--- src/rtl/ether_tx_arb.sv ---
// Two-input, packet-granular round-robin arbiter in front of the CMAC TX
// stream. One requester owns the output from its SOP beat until its EOP beat
// is accepted. Beats go out through a single ready/valid output register.
// Beats without SOP that arrive while nobody owns the stream are discarded
// and counted.
//
// state  | meaning
// IDLE   | no owner; arbitrate SOP beats, discard stray non-SOP beats
// GRANT0 | requester 0 owns the stream until its EOP beat is accepted
// GRANT1 | requester 1 owns the stream until its EOP beat is accepted
module ether_tx_arb #(
    parameter int DROP_CNT_W = 16
) (
    input  logic                  clk,
    input  logic                  reset,
    input  logic [511:0]          in0_data,
    input  logic                  in0_valid,
    input  logic                  in0_sop,
    input  logic                  in0_eop,
    input  logic [7:0]            in0_mty,
    output logic                  in0_ready,
    input  logic [511:0]          in1_data,
    input  logic                  in1_valid,
    input  logic                  in1_sop,
    input  logic                  in1_eop,
    input  logic [7:0]            in1_mty,
    output logic                  in1_ready,
    output logic [511:0]          tx_data,
    output logic                  tx_valid,
    output logic                  tx_sop,
    output logic                  tx_eop,
    output logic [7:0]            tx_mty,
    input  logic                  tx_ready,
    output logic [1:0]            grant,
    output logic [DROP_CNT_W-1:0] drop_count
);

    typedef enum logic [1:0] {
        IDLE   = 2'd0,
        GRANT0 = 2'd1,
        GRANT1 = 2'd2
    } state_t;

    state_t              state;
    state_t              state_nx;
    logic                last_grant;
    logic                elig0;
    logic                elig1;
    logic                drop0;
    logic                drop1;
    logic                out_free;
    logic                acc0;
    logic                acc1;
    logic [DROP_CNT_W:0] drop_sum;

    assign elig0    = in0_valid && in0_sop;
    assign elig1    = in1_valid && in1_sop;
    assign drop0    = (state == IDLE) && in0_valid && !in0_sop;
    assign drop1    = (state == IDLE) && in1_valid && !in1_sop;
    // The output register can take a beat when empty or draining this cycle.
    assign out_free = !tx_valid || tx_ready;
    assign acc0     = (state == GRANT0) && in0_valid && out_free;
    assign acc1     = (state == GRANT1) && in1_valid && out_free;

    // State register; last_grant remembers who was granted most recently.
    always_ff @(posedge clk) begin
        if (reset) begin
            state      <= IDLE;
            last_grant <= 1'b1;
        end else begin
            state <= state_nx;
            if (state == IDLE && state_nx == GRANT0) begin
                last_grant <= 1'b0;
            end else if (state == IDLE && state_nx == GRANT1) begin
                last_grant <= 1'b1;
            end
        end
    end

    // Next state: round-robin tie-break favours the requester not granted last.
    always_comb begin
        state_nx = state;
        case (state)
            IDLE: begin
                if (elig0 && elig1) begin
                    state_nx = last_grant ? GRANT0 : GRANT1;
                end else if (elig0) begin
                    state_nx = GRANT0;
                end else if (elig1) begin
                    state_nx = GRANT1;
                end
            end
            GRANT0: begin
                if (acc0 && in0_eop) begin
                    state_nx = IDLE;
                end
            end
            GRANT1: begin
                if (acc1 && in1_eop) begin
                    state_nx = IDLE;
                end
            end
            default: state_nx = IDLE;
        endcase
    end

    // Outputs: stray beats are swallowed in IDLE, eligible SOPs wait for a grant.
    always_comb begin
        in0_ready = 1'b0;
        in1_ready = 1'b0;
        grant     = 2'b00;
        case (state)
            IDLE: begin
                in0_ready = in0_valid && !in0_sop;
                in1_ready = in1_valid && !in1_sop;
            end
            GRANT0: begin
                in0_ready = out_free;
                grant     = 2'b01;
            end
            GRANT1: begin
                in1_ready = out_free;
                grant     = 2'b10;
            end
            default: begin
                grant = 2'b00;
            end
        endcase
    end

    // Output register: load on accept, clear when drained, hold while stalled.
    always_ff @(posedge clk) begin
        if (reset) begin
            tx_valid <= 1'b0;
            tx_data  <= '0;
            tx_sop   <= 1'b0;
            tx_eop   <= 1'b0;
            tx_mty   <= '0;
        end else if (acc0) begin
            tx_valid <= 1'b1;
            tx_data  <= in0_data;
            tx_sop   <= in0_sop;
            tx_eop   <= in0_eop;
            tx_mty   <= in0_mty;
        end else if (acc1) begin
            tx_valid <= 1'b1;
            tx_data  <= in1_data;
            tx_sop   <= in1_sop;
            tx_eop   <= in1_eop;
            tx_mty   <= in1_mty;
        end else if (tx_ready) begin
            tx_valid <= 1'b0;
        end
    end

    assign drop_sum = {1'b0, drop_count}
                    + {{DROP_CNT_W{1'b0}}, drop0}
                    + {{DROP_CNT_W{1'b0}}, drop1};

    // Saturating count of discarded beats; carry-out means pin at all-ones.
    always_ff @(posedge clk) begin
        if (reset) begin
            drop_count <= '0;
        end else if (drop_sum[DROP_CNT_W]) begin
            drop_count <= '1;
        end else begin
            drop_count <= drop_sum[DROP_CNT_W-1:0];
        end
    end

endmodule

--- config.mk ---
export PLATFORM = sky130hd
export DESIGN_NAME = ether_tx_arb
export DESIGN_NICKNAME = d
export VERILOG_FILES = /design/src/rtl/ether_tx_arb.sv
export SDC_FILE = /design/constraint.sdc
export NUM_CORES = 1
export LEC_CHECK = 0
export ABC_AREA = 1
export CAP_MARGIN = 20
export CORE_AREA = 2 2 621 623
export CTS_CLUSTER_DIAMETER = 120
export CTS_CLUSTER_SIZE = 25
export DETAILED_ROUTE_END_ITERATION = 6
export DIE_AREA = 0 0 623 625
export PLACE_DENSITY = 0.3
export SLEW_MARGIN = 20
export SYNTH_ARGS = -nofsm -noshare
export SYNTH_HDL_FRONTEND = slang
export SYNTH_SLANG_ARGS = --single-unit
--- constraint.sdc ---
create_clock -name clk -period 2.45 [get_ports clk]
set_input_delay 0.245 -clock clk [delete_from_list [all_inputs] [get_ports clk]]
set_output_delay 0.245 -clock clk [all_outputs]
set_load 0.01 [all_outputs]
**Run 1: clock routing**

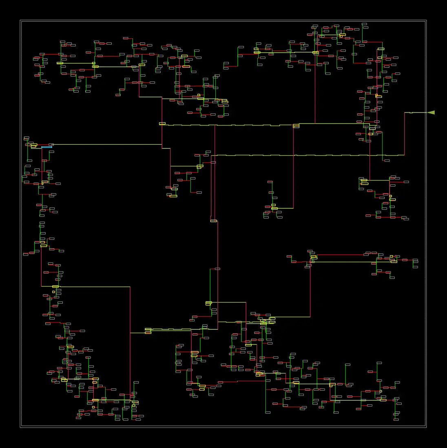
clk_lat worst skew: 0.73 ns
number of buffers inserted during clock tree synthesis: 42

**Run 1: clock distribution**

Bar = 200 µm.
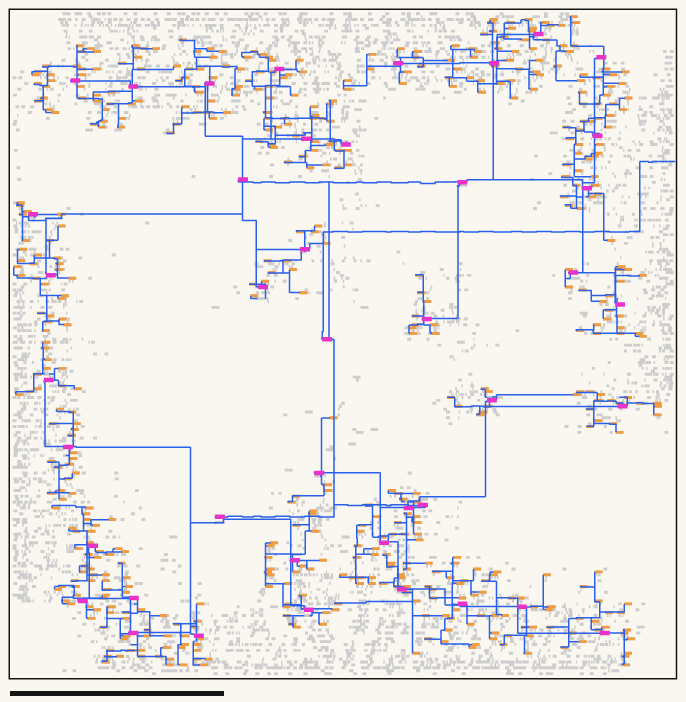
[blue] clock wires | length: 12000 µm
[magenta] cells driving clock nets | count: 42
[orange] flip-flops | count: 542
flops lie: all over the die
routed clock nets: 43
setup skew after layout: 0.0470 ns
clock network power consumption: 8.80 mW
Clock Power Share: 34.7%

**Run 1: M2 wires**

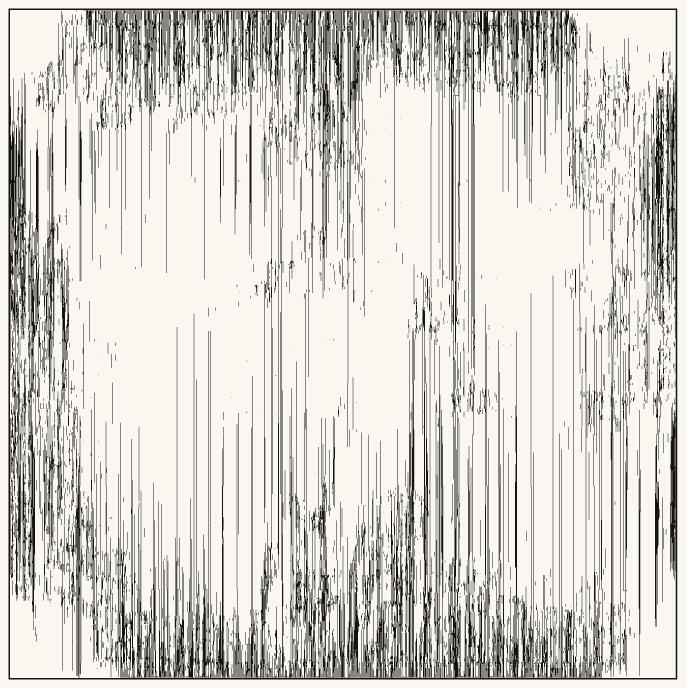
longest straight run: 509 µm
main direction: vertical
nets with wire on the layer: 5588
wire length on this layer: 138 mm
vias after detailed routing: 32800
wirelength, routed: 277000 µm
met2 routing resource usage after global routing: 24.5%

==> impl_summary.log, run 1 <==
[metrics] run summary
[metrics] status: finished clean
[metrics] length of routed met3 wiring: 32000 µm
[metrics] YS chip area: 0.0261 mm²
[metrics] yosys cell count: 4110
[metrics] global routing met1 resource utilization: between 10 and 15%
[metrics] net switching power of the design: ~8.9 mW
[metrics] Worst Setup EP: tx_data[429]
[metrics] Top Layer Used: met5
[metrics] number of gates resized after cts: 6
[metrics] combinational gate area: 0.0117 mm²
[metrics] setup repair after global routing missed its margin: no
[metrics] timing startpoint of the critical path: state[0]
[metrics] total number of warnings across the stage logs: 30
[metrics] global route overflow: 0
[metrics] fraction of area in multi-input gates: 22.9%
[metrics] number of placed cells counting well taps: 10700
[metrics] cell occurring most often along the worst timing path: sky130_fd_sc_hd__buf_4
[metrics] Final Setup Violations: 0
[metrics] post-route design area: 0.0511 mm²
[metrics] Final nets: slightly below 7000
[metrics] most frequent logic cell in the layout: sky130_fd_sc_hd__nand2_1
**Run 1: register map, names as in the netlist**

Bar = 200 µm.
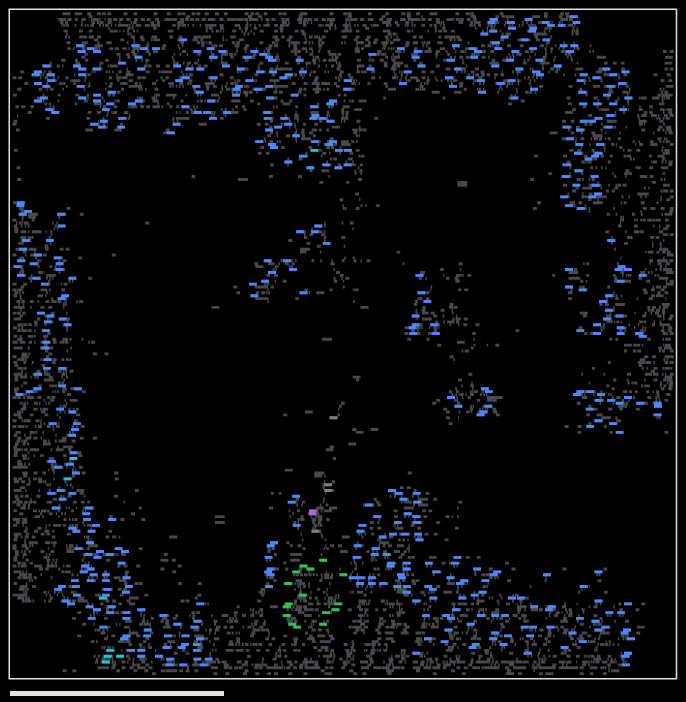

==> run 2: changes to the inputs <==
- CORE_AREA: 2 2 621 623 -> 2 2 615 617
- DIE_AREA: 0 0 623 625 -> 0 0 617 619
- clock period: 2.45 -> 2.87 ns (I/O delays scaled with it)
**Run 2: register map, names as in the netlist**

Bar = 200 µm.
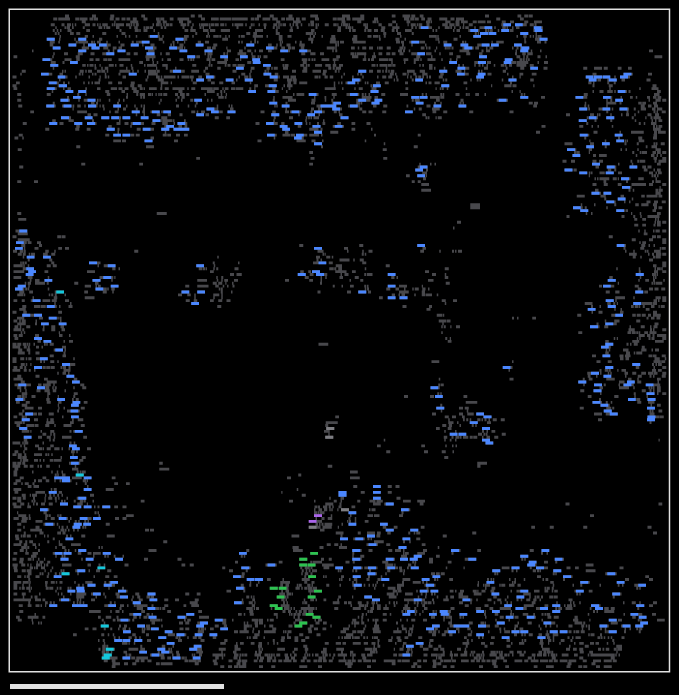
| colour | netlist name | flops |
|---|---|---|
| purple | state | 2 |
| blue | tx_data | 512 |
| green | drop_count | 16 |
| cyan | tx_mty | 8 |
not coloured: 4
sequential cell area share: 21.7%
Flop+latch power: 8.18 mW

==> run 2 against run 1 <==
Sequential share of layout area rose by 0.48 points. Global-route usage is 0.28 points higher. Core utilization is essentially flat. Final cell count fell by 1.9%. Maximum frequency fell by 10%. Worst hold slack gained 0.052 ns. Sequential power is 15% lower. Combinational power shrank 18%. Via count shrank 1.6%. Largest power group unchanged.
==> impl_summary.log, run 2 <==
[metrics] run summary
[metrics] combinational cell fraction of total power: 26.6%
[metrics] Hold Crit Depth: 5
[metrics] reg-to-reg critical path startpoint: state[1]
[metrics] met2 routing resource usage after global routing: 25.0% (+0.56 points)
[metrics] vias after detailed routing: 32300 (-1.6%)
[metrics] length of routed met3 wiring: 37100 µm (+16%)
[metrics] Top Layer Used: met5
[metrics] required arrival time at the worst endpoint: between 3 and 4 ns
[metrics] DRC Markers: 0
[metrics] global routing met1 resource utilization: 13.9% (-0.39 points)
[metrics] clock network power consumption: 7.59 mW (-14%)
[metrics] Clock-cell share: 3.34%
[metrics] net switching power of the design: 7.54 mW (-15%)
[metrics] setup repair after global routing missed its margin: no
[metrics] clk_lat worst skew: 0.74 ns (about the same)
[metrics] number of placed cells counting well taps: 10500 (-2.0%)
[metrics] global route overflow: 0 (unchanged)
[metrics] combinational gate area: 0.0117 mm² (-0.15%)
[metrics] yosys cell count: 4110 (unchanged)
[metrics] number of gates resized after cts: 0 (-6)
[metrics] critical path's slowest cell: sky130_fd_sc_hd__fa_1
[metrics] number of buffers inserted during clock tree synthesis: 44 (+4.8%)
[metrics] number of standard-cell rows in the floorplan: 225
[metrics] Worst Setup EP: drop_count[5]
[metrics] count of state elements after synthesis: between 500 and 600
[metrics] Final Setup Violations: 0 (unchanged)
[metrics] Final nets: 6637 (-2.2%)
[metrics] Largest regs: tx_data: 512 flops, drop_count: 16 flops, tx_mty: 8 flops
[metrics] area share, top type: 41.6%
[metrics] most frequent logic cell in the layout: sky130_fd_sc_hd__nand2_1
[metrics] total number of warnings across the stage logs: 29 (-3.3%)
[metrics] YS chip area: 0.0261 mm² (unchanged)
[metrics] cell occurring most often along the worst timing path: sky130_fd_sc_hd__nand2_1
[metrics] Reg power frac: 38.1%
[metrics] Syn. warnings: 0
[metrics] number of global-route vias before repair: 32700
[metrics] timing startpoint of the critical path: state[1]
[metrics] maximum fanout along the worst path: 8
[metrics] fraction of area in multi-input gates: 23.4% (+0.48 points)
[metrics] metal1 wirelength: around 97000 µm
[metrics] status: finished clean
[metrics] Clock Power Share: 35.3% (+0.6 points)
[metrics] post-route design area: 0.0499 mm² (-2.2%)
[metrics] wirelength, routed: 277000 µm (-0.11%)
[metrics] setup skew after layout: 0.0332 ns (-0.0138 ns)
Power figures rest on the tool's default switching activity, not on a simulated workload.
